File: src/rtl/core_pkg.sv
// Shared constants and FSM state type for the sequential RV32M multiply/divide unit.
package core_pkg;

  localparam logic [6:0] OPCODE_R      = 7'b0110011;
  localparam logic [6:0] FUNCT7_MULDIV = 7'b0000001;

  localparam logic [2:0] F3_MUL    = 3'd0;
  localparam logic [2:0] F3_MULH   = 3'd1;
  localparam logic [2:0] F3_MULHSU = 3'd2;
  localparam logic [2:0] F3_MULHU  = 3'd3;
  localparam logic [2:0] F3_DIV    = 3'd4;
  localparam logic [2:0] F3_DIVU   = 3'd5;
  localparam logic [2:0] F3_REM    = 3'd6;
  localparam logic [2:0] F3_REMU   = 3'd7;

  typedef enum logic [1:0] {
    IDLE = 2'd0,
    CALC = 2'd1,
    DONE = 2'd2
  } state_t;

endpackage

File: src/rtl/core_muldiv_seq.sv
// Iterative RV32M unit: one shift-add or restoring-divide step per cycle on operand
// magnitudes, sign-corrected at the end, with one-cycle shortcuts for the divide corner cases.
module core_muldiv_seq
  import core_pkg::*;
#(
  parameter int XLEN = 32
) (
  input  logic            i_clk,
  input  logic            i_rst_n,
  input  logic [6:0]      i_opcode,
  input  logic [6:0]      i_funct7,
  input  logic [2:0]      i_funct3,
  input  logic [XLEN-1:0] i_rs1_dout,
  input  logic [XLEN-1:0] i_rs2_dout,
  input  logic            i_flush,
  output logic            o_stall,
  output logic            o_done,
  output logic [XLEN-1:0] o_result
);

  localparam int CW = $clog2(XLEN + 1);

  function automatic logic [XLEN-1:0] negate(input logic [XLEN-1:0] v);
    return ~v + XLEN'(1);
  endfunction

  state_t state, state_next;

  logic            m_req, accept, fast_path;
  logic            a_signed_in, b_signed_in, sign_a_in, sign_b_in;
  logic            div_zero_in, overflow_in;
  logic [XLEN-1:0] mag_a_in, mag_b_in, fast_result;

  logic [CW-1:0]   count;
  logic [2:0]      f3_q;
  logic            sign_a_q, sign_b_q;
  logic [XLEN-1:0] acc_q, lo_q, opb_q, result_q;

  logic            is_div_q, add_sub, quot_bit;
  logic [XLEN:0]   add_a, add_b, add_sum;
  logic [XLEN-1:0] acc_step, lo_step, final_result;
  logic [2*XLEN-1:0] prod, prod_signed;

  assign m_req  = (i_opcode == OPCODE_R) && (i_funct7 == FUNCT7_MULDIV);
  assign accept = (state == IDLE) && m_req && !i_flush;

  // Operand decode: which inputs are signed for this funct3, and their magnitudes.
  assign a_signed_in = (i_funct3 == F3_MULH) || (i_funct3 == F3_MULHSU) ||
                       (i_funct3 == F3_DIV)  || (i_funct3 == F3_REM);
  assign b_signed_in = (i_funct3 == F3_MULH) || (i_funct3 == F3_DIV) || (i_funct3 == F3_REM);
  assign sign_a_in   = a_signed_in && i_rs1_dout[XLEN-1];
  assign sign_b_in   = b_signed_in && i_rs2_dout[XLEN-1];
  assign mag_a_in    = sign_a_in ? negate(i_rs1_dout) : i_rs1_dout;
  assign mag_b_in    = sign_b_in ? negate(i_rs2_dout) : i_rs2_dout;

  assign div_zero_in = i_funct3[2] && (i_rs2_dout == '0);
  assign overflow_in = ((i_funct3 == F3_DIV) || (i_funct3 == F3_REM)) &&
                       (i_rs1_dout == {1'b1, {(XLEN-1){1'b0}}}) && (i_rs2_dout == '1);
  assign fast_path   = div_zero_in || overflow_in;

  // funct3[1] separates the remainder flavours from the quotient flavours.
  always_comb begin
    fast_result = '0;
    if (div_zero_in) begin
      fast_result = i_funct3[1] ? i_rs1_dout : '1;
    end else if (overflow_in) begin
      fast_result = i_funct3[1] ? '0 : {1'b1, {(XLEN-1){1'b0}}};
    end
  end

  always_ff @(posedge i_clk or negedge i_rst_n) begin
    if (!i_rst_n) state <= IDLE;
    else          state <= state_next;
  end

  always_comb begin
    state_next = state;
    if (i_flush) begin
      state_next = IDLE;
    end else begin
      case (state)
        IDLE:    if (m_req) state_next = fast_path ? DONE : CALC;
        CALC:    if (count == CW'(1)) state_next = DONE;
        DONE:    state_next = IDLE;
        default: state_next = IDLE;
      endcase
    end
  end

  always_comb begin
    o_stall = 1'b0;
    o_done  = 1'b0;
    case (state)
      IDLE:    o_stall = m_req;
      CALC:    o_stall = 1'b1;
      DONE:    o_done  = !i_flush;
      default: ;
    endcase
  end

  assign o_result = result_q;

  // The one shared XLEN+1-bit adder: accumulate for multiply, trial subtract for divide.
  assign is_div_q = f3_q[2];

  always_comb begin
    if (is_div_q) begin
      add_a   = {acc_q, lo_q[XLEN-1]};
      add_b   = {1'b0, opb_q};
      add_sub = 1'b1;
    end else begin
      add_a   = {1'b0, acc_q};
      add_b   = lo_q[0] ? {1'b0, opb_q} : '0;
      add_sub = 1'b0;
    end
  end

  assign add_sum = add_a + (add_sub ? ~add_b : add_b) + (XLEN+1)'(add_sub);

  // The partial remainder stays below the divisor, so the top sum bit is a clean borrow flag.
  always_comb begin
    quot_bit = 1'b0;
    if (is_div_q) begin
      quot_bit = ~add_sum[XLEN];
      acc_step = quot_bit ? add_sum[XLEN-1:0] : add_a[XLEN-1:0];
      lo_step  = {lo_q[XLEN-2:0], quot_bit};
    end else begin
      acc_step = add_sum[XLEN:1];
      lo_step  = {add_sum[0], lo_q[XLEN-1:1]};
    end
  end

  assign prod        = {acc_step, lo_step};
  assign prod_signed = (sign_a_q ^ sign_b_q) ? (~prod + (2*XLEN)'(1)) : prod;

  always_comb begin
    case (f3_q)
      F3_MUL:                         final_result = prod_signed[XLEN-1:0];
      F3_MULH, F3_MULHSU, F3_MULHU:   final_result = prod_signed[2*XLEN-1:XLEN];
      F3_DIV, F3_DIVU:                final_result = (sign_a_q ^ sign_b_q) ? negate(lo_step) : lo_step;
      F3_REM, F3_REMU:                final_result = sign_a_q ? negate(acc_step) : acc_step;
      default:                        final_result = '0;
    endcase
  end

  always_ff @(posedge i_clk or negedge i_rst_n) begin
    if (!i_rst_n) begin
      count    <= '0;
      f3_q     <= '0;
      sign_a_q <= 1'b0;
      sign_b_q <= 1'b0;
      acc_q    <= '0;
      lo_q     <= '0;
      opb_q    <= '0;
      result_q <= '0;
    end else if (accept) begin
      count    <= CW'(XLEN);
      f3_q     <= i_funct3;
      sign_a_q <= sign_a_in;
      sign_b_q <= sign_b_in;
      acc_q    <= '0;
      lo_q     <= mag_a_in;
      opb_q    <= mag_b_in;
      if (fast_path) result_q <= fast_result;
    end else if ((state == CALC) && !i_flush) begin
      acc_q <= acc_step;
      lo_q  <= lo_step;
      count <= count - CW'(1);
      if (count == CW'(1)) result_q <= final_result;
    end
  end

endmodule

File: config.mk
export PLATFORM = sky130hd
export DESIGN_NAME = core_muldiv_seq
export DESIGN_NICKNAME = d
export VERILOG_FILES = /design/src/rtl/core_pkg.sv /design/src/rtl/core_muldiv_seq.sv
export SDC_FILE = /design/constraint.sdc
export NUM_CORES = 1
export LEC_CHECK = 0
export ABC_AREA = 1
export ABC_CLOCK_PERIOD_IN_PS = 5400
export CORE_UTILIZATION = 25
export CTS_BUF_LIST = sky130_fd_sc_hd__clkbuf_2
export CTS_CLUSTER_DIAMETER = 120
export DETAILED_ROUTE_END_ITERATION = 8
export GPL_ROUTABILITY_DRIVEN = 0
export SLEW_MARGIN = 20
export SYNTH_ARGS = -nofsm -noshare
export SYNTH_HDL_FRONTEND = slang
export SYNTH_SLANG_ARGS = --single-unit
File: constraint.sdc
create_clock -name i_clk -period 5.4 [get_ports i_clk]
set_input_delay 0.81 -clock i_clk [delete_from_list [all_inputs] [get_ports i_clk]]
set_output_delay 0.81 -clock i_clk [all_outputs]
set_load 0.03 [all_outputs]
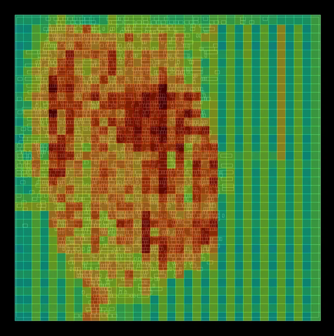
Figure 1: run 1, track usage over the die.
routing usage on met3: 3.17%
gr usage total: 19.6%
met2 GRT Util: 31.1%
gr busiest metal: met2
WL/cell: 17.9 um

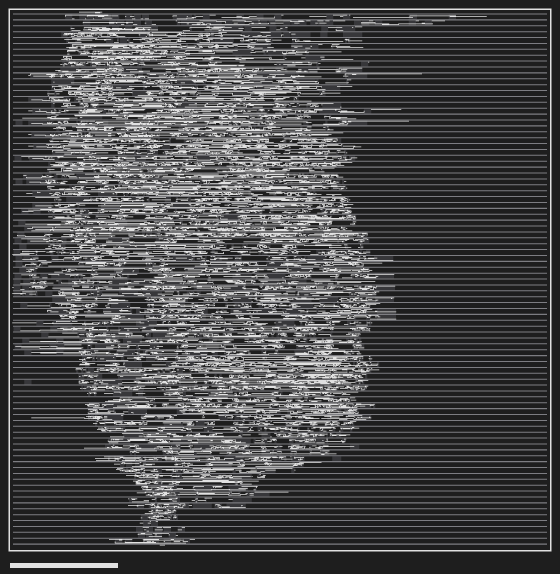
Figure 2: run 1, the metal 1 layer.
Bar = 50 um. Supply wires on this layer in grey.
main direction = horizontal
longest straight run = 77.7 um
DR vias: 17871
GR Layer Usage met1: 25.2%
final wirelength: 62600 um

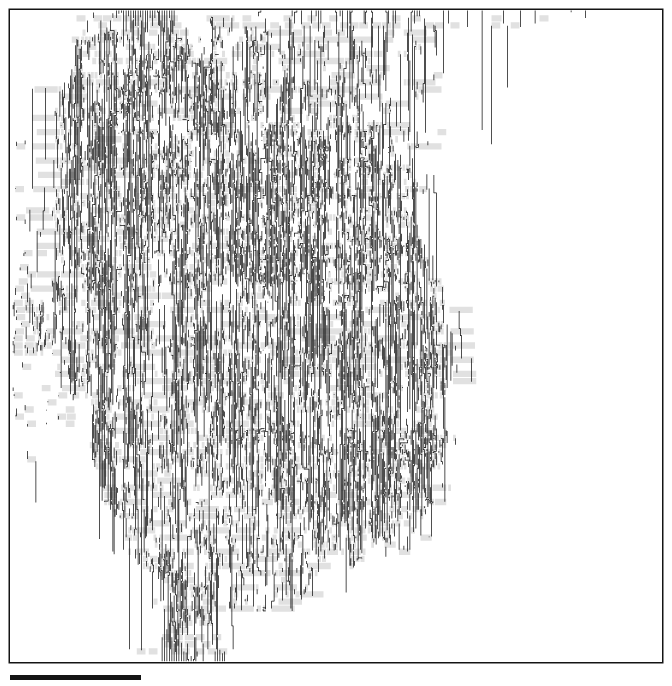
Figure 3: run 1, met2 routing.
Bar = 50 um.
wire length on this layer = 27.9 mm
share of all routed wire = 45%
main direction = vertical

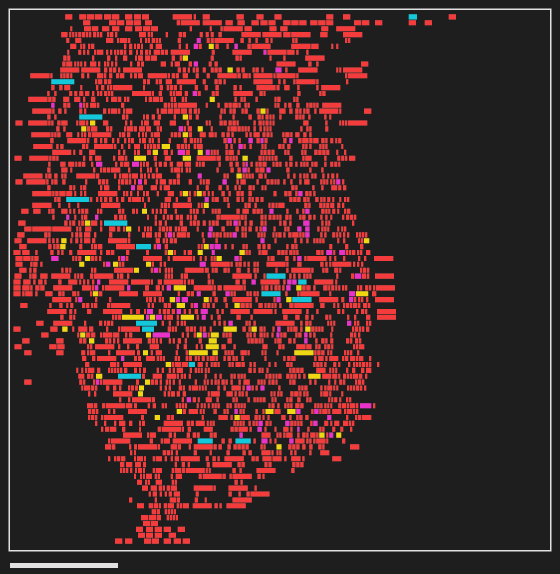
Figure 4: run 1, cell sizes after repair.
Bar = 50 um.
x2 -> magenta  # cells 108, share 4.0%
x6 and larger -> cyan  # cells 16, share 0.59%
x3 and x4 -> yellow  # cells 77, share 2.8%
x1 and smaller -> red  # cells 2513, share 93%
worst setup margin: 0.170 ns
Area Growth Syn to Fin: 17.6%
Buffers excl. clock: 184
design area: 0.0180 mm^2

==> run_results.csv, run 1 <==
group,metric,value,unit
status,status,"finished, final reports clean",
logic_synthesis,ys_seq_elements,141,
finish,layout_top_cell,"nand2_1",
drt,dr_wl_met2,27900,um
setup_path,critPathMaxFanout,27,
setup_path,worstPathArrival,6.10,ns
finish,final_cell_mix,"nand2_1, inv_1, nor2_1, o21ai_0, nand3_1",
setup_path,start_kind,"flop",
setup_path,setup.worst_path.end,"o_result[18]",
logic_synthesis,largest_area_cell,"dfrtp_1",
clock_network,post_cts_buffers,0,
setup_path,r2r-end,"o_result[18]",
power_and_ir_drop,ir_worst_vdd,0.125,mV
floorplan,initCoreUtil,25.3,%
setup_path,rrSetupSlack,0.17,ns
timing,worstMarginPinSlew,1.09,ns
drt,highest_layer,"met4",
timing,finalClockPeriodUsage,96.9,%
clock_network,cts-htree-levels,4,
timing,min_period,5.23,ns
finish,nFillCells,6860,
clock_network,clock_latency,0.92,ns
logic_synthesis,topCellsByArea,"dfrtp_1, nand2_1, inv_1, o21ai_0, nand3_1",
drt,wl_met3,5160,um
grt,grt_overflow,0,
clock_network,path_clk_slew,0.30,ns
placement,place_area,0.0174,mm^2
logic_synthesis,synthCells,2600,
setup_path,cp-end-kind,"flop",
grt,antenna_found_initial,1,
floorplan,die_area,0.0622,mm^2
logic_synthesis,ys_seq_share,23.1,%
drt,drt_iter0_drc,1976,
timing,slew_headroom,27.3,%
drt,via_per_inst,5.11,
setup_path,cp_common_cell,"nand2_1",
logic_synthesis,fp_nets,2723,
flow_run,warnings,29,
setup_path,cp_slowest_cell,"dfrtp_4",
grt,grt_max_degree,86,
min_path,worstHoldPathType,"in2async",
logic_synthesis,top_area_share,23.1,%
clock_network,cts.sinks,141,
finish,nets,2825,
clock_network,postCtsHoldBufs,1,
grt,grt_pass1_wl,94500,um
timing,finalHoldViolCount,0,
power_and_ir_drop,p_leak,8.58,nW
drt,wl_met1,26200,um
finish,logic_area,0.0101,mm^2
setup_path,setup.worst_path.start,"f3_q[2]",
placement,dp.cells,3450,
finish,layout-drive-gt1-share,7.41,%
clock_network,cts_resized,0,
floorplan,die_width,249,um
finish,seqCellArea,0.00353,mm^2
floorplan,pin_count,118,
grt,first_global_vias,16414,
timing,whs,0.377,ns
placement,pre_cts_ws,0.0616,ns
logic_synthesis,ys_cells,2600,
placement,hpwl,49000,um
power_and_ir_drop,p_per_area,142,mW/mm^2
logic_synthesis,yosysUniqueCellTypes,50,
clock_network,clock-root-buffer,"clkbuf_2",
floorplan,fp.coreArea,0.0604,mm^2
logic_synthesis,syn_avg_cell_area,5.88,um^2
placement,port_buffers,117,
floorplan,die_h,249,um
drt,drcViolationCount,0,
floorplan,rows,90,
drt,drtPass1Iterations,6,
flow_run,maxCapViolCount,0,
timing,drv_slew,0,
setup_path,max_stage_delay,0.66,ns
finish,fin_cells,3498,
clock_network,cts_buffer_depth,2,
setup_path,crit_type,"reg2reg",
drt,ant_nets,0,
logic_synthesis,syn_area,0.0153,mm^2
power_and_ir_drop,total_power,2.56,mW
timing,fin_skew,0.0951,ns
logic_synthesis,ys_area,0.0153,mm^2
clock_network,cts_tree,"done",
finish,postLayoutCoreUtil,29.8,%
setup_path,crit_required,6.27,ns
logic_synthesis,yosysWarnings,0,
clock_network,cts_inserted_buffers,17,
timing,max_freq,191,MHz
timing,setup_viol,0,
setup_path,reg2reg_depth,31,
timing,finalSetupTns,0,ns
setup_path,r2r_start,"f3_q[2]",
## run 1: cells in the mapped netlist (all sizes together)
master	number
a21oi	142
a31oi	4
o31ai	5
or4	1
clkinv	6
nor3	28
o22ai	33
xnor2	21
ha	38
nor2	276
nand4	35
o22a	1
nand3b	16
nand3	219
and2	4
a41oi	2
fa	1
nor4	12
nand2	785
xor2	70
buf	33
o211ai	12
or2	20
o21bai	8
clkbuf	69
inv	330
o41ai	3
dfrtp	141
a21o	2
a22oi	1
o21ai	263
o221ai	19
## run 1: cell families (layout without fill, tap and decap cells)
family                   count (synthesis)  after routing  share of synthesized area [%]
AND-OR/OR-AND                          495            495                           18.0
other                                    0              2                              0
buffers and inverters                  438            552                           11.3
XOR/XNOR                                91             91                           5.21
AND/OR/NAND/NOR                       1396           1396                           39.1
adder cells (fa/ha/maj)                 39             39                           3.24
flip-flops                             141            141                           23.1
## run 1: power by group
group	total, mW	internal [mW]	leakage, nW	switching [mW]
logic	0.640	0.222	6.71	0.418
registers	1.12	1.09	1.71	0.0241
clock network	0.798	0.342	0.162	0.456
## run 1: layout make-up
type                            count  area share (%)
Multi-Input combinational cell   2021            56.3
Sequential cell                   141            19.6
Timing Repair Buffer              184            9.94
Inverter                          336            7.08
Tap cell                          782            5.44
Clock inverter                     14            1.11
Clock buffer                       17           0.473
Timing Repair inverter              1          0.0487
Antenna cell                        2          0.0278
## run 1: routing by layer
layer | up-vias | global-route usage (%)
li1 | 8655 | -
met1 | 8181 | 25.2
met2 | 863 | 31.1
met3 | 172 | 3.17
met4 | 0 | 11.1
met5 | - | 0
## run 1: worst max-delay path: cells and delay by family (launching register included)
kind            cells  cell delay, ns
simple gates       21            2.70
xor+xnor            1            0.18
flops               1            0.66
buf+inv             4            0.45
fa+ha+maj           2            0.47
compound gates      3            0.76
--- run 2 (diff from run 1) ---
GPL_ROUTABILITY_DRIVEN = not set   (was 0)
TNS_END_PERCENT = 50   (was not set)
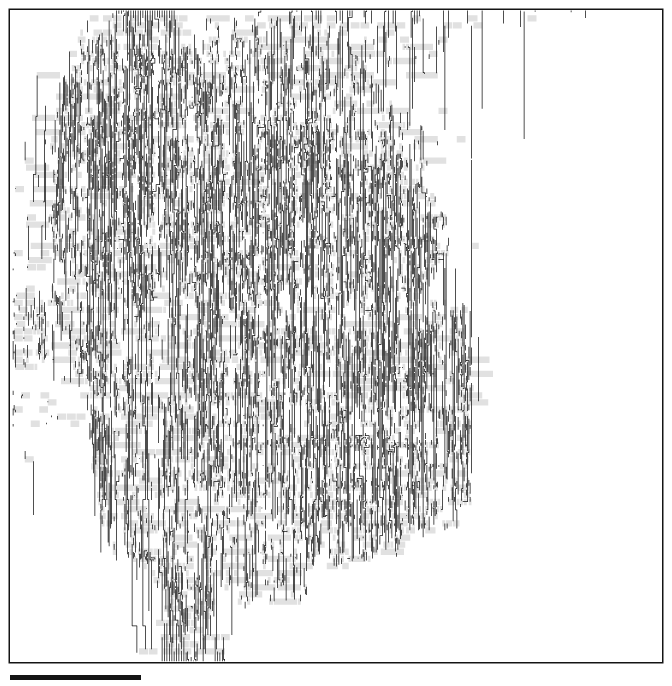
Figure 5: run 2, met2 routing.
Bar = 50 um.
wire length on this layer = 28.3 mm
share of all routed wire = 45%
nets with wire on the layer = 2209
main direction = vertical
DR vias: 17674
final wirelength: 63400 um
met2 GRT Util: 32.0%

==> run 2 against run 1 <==
Die area unchanged. Worst hold slack improved by 0.052 ns. Setup slack improved by 0.12 ns. Area after synthesis unchanged. Register-to-register slack improved by 0.12 ns. Routed wire length increased by 1.1%. Largest cell class unchanged.
==> run_results.csv, run 2 <==
group,metric,value,unit
clock_network,cts_inserted_buffers,17,
timing,finalClockPeriodUsage,94.7,%
power_and_ir_drop,power.internal,1.49,mW
logic_synthesis,ys_seq_elements,141,
grt,grt_max_degree,70,
finish,seqCellArea,0.00353,mm^2
placement,place.gp.congestion,1.00,
placement,place_area,0.0175,mm^2
power_and_ir_drop,p_per_area,132,mW/mm^2
timing,finalSetupTns,0,ns
logic_synthesis,synthArstFlopShare,100,%
floorplan,pin_count,118,
power_and_ir_drop,p_seq_share,46.4,%
logic_synthesis,ys_seq_share,23.1,%
placement,port_buffers,117,
timing,fin_skew,0.0823,ns
setup_path,worstPathArrival,5.93,ns
timing,max_freq,196,MHz
placement,dp.cells,3457,
logic_synthesis,largest_area_cell,"dfrtp_1",
setup_path,max_stage_delay,0.67,ns
logic_synthesis,synth_top_flop_cell,"dfrtp_1",
floorplan,die_width,249,um
floorplan,rows,90,
power_and_ir_drop,p_leak,8.63,nW
power_and_ir_drop,p_sw,915,uW
setup_path,worst-path-buf-inv,6,
grt,grt.total_usage,20.0,%
power_and_ir_drop,ir_worst_vdd,0.117,mV
drt,drtPass1Iterations,6,
drt,drt_iter0_drc,1884,
finish,nets,2837,
power_and_ir_drop,p_seq,1.12,mW
grt,grt_overflow,0,
finish,fin_cells,3510,
setup_path,critPathMaxFanout,8,
finish,postLayoutCoreUtil,30.1,%
flow_run,maxCapViolCount,0,
setup_path,r2r_start,"f3_q[2]",
grt,grtUsageMet3,3.36,%
finish,layout_top_cell,"nand2_1",
logic_synthesis,common_cells,"nand2_1, inv_1, nor2_1",
floorplan,die_area,0.0622,mm^2
grt,antenna_found_initial,2,
logic_synthesis,synth-edff-count,0,
power_and_ir_drop,total_power,2.41,mW
power_and_ir_drop,power-top-group,"registers",
drt,via_per_inst,5.04,
timing,finalHoldViolCount,0,
logic_synthesis,syn_area,0.0153,mm^2
grt,grt_pass1_wl,96700,um
power_and_ir_drop,swShare,38.0,%
timing,slew_headroom,27.3,%
finish,finish.instance_area,0.0182,mm^2
setup_path,cp_slowest_cell,"dfrtp_4",
logic_synthesis,top_area_share,23.1,%
flow_run,warnings,29,
clock_network,path_clk_slew,0.30,ns
clock_network,cts-htree-levels,4,
finish,syn2layout_area_growth,18.9,%
placement,pre_cts_ws,-0.00963,ns
setup_path,start_kind,"flop",
logic_synthesis,fp_nets,2723,
logic_synthesis,syn_avg_cell_area,5.88,um^2
timing,worstMarginPinSlew,1.09,ns
finish,nFillCells,6812,
timing,min_period,5.11,ns
setup_path,crit_type,"reg2reg",
clock_network,clock_latency,0.93,ns
setup_path,cp-end-kind,"flop",
power_and_ir_drop,pwr-share-comb,27.1,%
floorplan,initCoreUtil,25.3,%
logic_synthesis,topCellsByArea,"dfrtp_1, nand2_1, inv_1, o21ai_0, nand3_1",
floorplan,fp.coreArea,0.0604,mm^2
clock_network,cts_tree,"done",
status,status,"finished, final reports clean",
floorplan,die_h,249,um
finish,layout-drive-gt1-share,8.88,%
finish,logic_area,0.0103,mm^2
logic_synthesis,ys_area,0.0153,mm^2
setup_path,cp_common_cell,"nand2_1",
timing,drv_slew,0,
setup_path,cpLargestDelayFamily,"simple AND/OR/NAND/NOR gates",
power_and_ir_drop,p_clk_share,26.5,%
setup_path,crit_required,6.21,ns
drt,wl_per_cell,18.1,um
min_path,worstHoldPathType,"in2async",
logic_synthesis,yosysUniqueCellTypes,50,
power_and_ir_drop,power_clock,638,uW
clock_network,cts.sinks,141,
timing,setup_viol,0,
placement,hpwl,49800,um
logic_synthesis,most_common_cell,"nand2_1",
drt,ant_nets,0,
drt,drcViolationCount,0,
grt,first_global_vias,16713,
setup_path,setup.worst_path.start,"f3_q[2]",
finish,final_cell_mix,"nand2_1, inv_1, nor2_1, o21ai_0, nand3_1",
grt,busiest_layer,"met2",
timing,whs,0.428,ns
logic_synthesis,ys_cells,2600,
power_and_ir_drop,powerComb,652,uW
clock_network,clock-root-buffer,"clkbuf_2",
logic_synthesis,yosysWarnings,0,
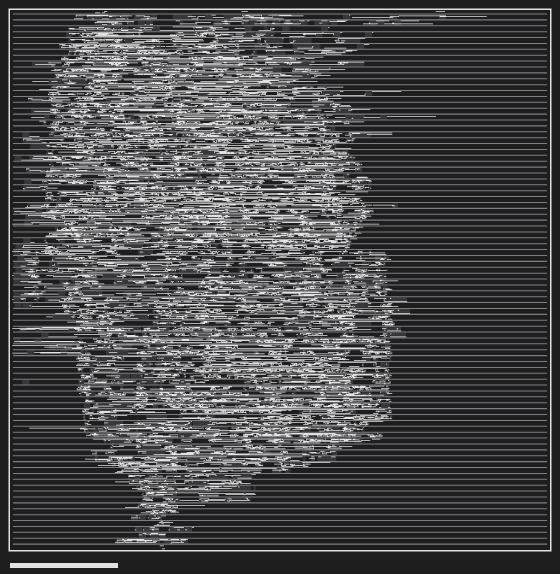
Figure 6: run 2, the metal 1 layer.
Bar = 50 um. Supply wires on this layer in grey.
longest straight run = 111 um
main direction = horizontal
share of all routed wire = 43%
GR Layer Usage met1: 26.1%

[run 2: logic make-up after synthesis]
group,after synthesis,share of synthesized area (%)
compound gates,495,18.0
xor+xnor,91,5.21
fa+ha+maj,39,3.24
buf+inv,438,11.3
flops,141,23.1
simple gates,1396,39.1
[run 2: layout make-up]
class / instances / area share, %
clock buffers: 18 / 0.495
repair buffers: 196 / 10.5
multi-input cells: 2021 / 56.5
inverters: 336 / 7.00
clock inverters: 13 / 0.647
flip-flops and latches: 141 / 19.4
diodes: 2 / 0.0275
repair inverters: 1 / 0.0482
well taps: 782 / 5.38
[run 2: final timing paths]
| path | to | slack [ns] | depth (start not counted) |
|---|---|---|---|
| max | o_result[28] | 0.29 | 35 |
| min | o_result[12] | 0.43 | 2 |
| min in group i_clk | o_result[21] | 0.51 | 2 |
| max in group asynchronous | opb_q[23] | 3.80 | 3 |
| max reg2reg | o_result[28] | 0.29 | 35 |
| min reg2reg | o_result[21] | 0.51 | 2 |
[run 2: metal layers]
| metal | share of wire, % | wire length [um] | up-vias |
|---|---|---|---|
| met4 | 5.0 | 3140 | 0 |
| met1 | 43 | 27000 | 8130 |
| met2 | 45 | 28300 | 720 |
| met5 | 0 | 0 | - |
| li1 | - | - | 8679 |
| met3 | 7.7 | 4890 | 145 |
[run 2: worst register-to-register path: cells and delay by family, from the launching register on]
kind	cells	cell delay, ns
and+or+nand+nor	24	2.63
DFF	1	0.67
AOI/OAI and AO/OA	3	0.70
buffers and inverters	6	0.50
adders and majority gates	2	0.54
[run 2: timing repair]
action,4_1_cts,5_1_grt
endpoints found under the setup margin,4,18
pin swaps,0,21
hold buffers,1,0
buffers inserted,0,14
gates cloned,0,5
resized,2,93
endpoints found under the hold margin,61,0
No activity file was given, so power comes from the tool's default toggle rates.
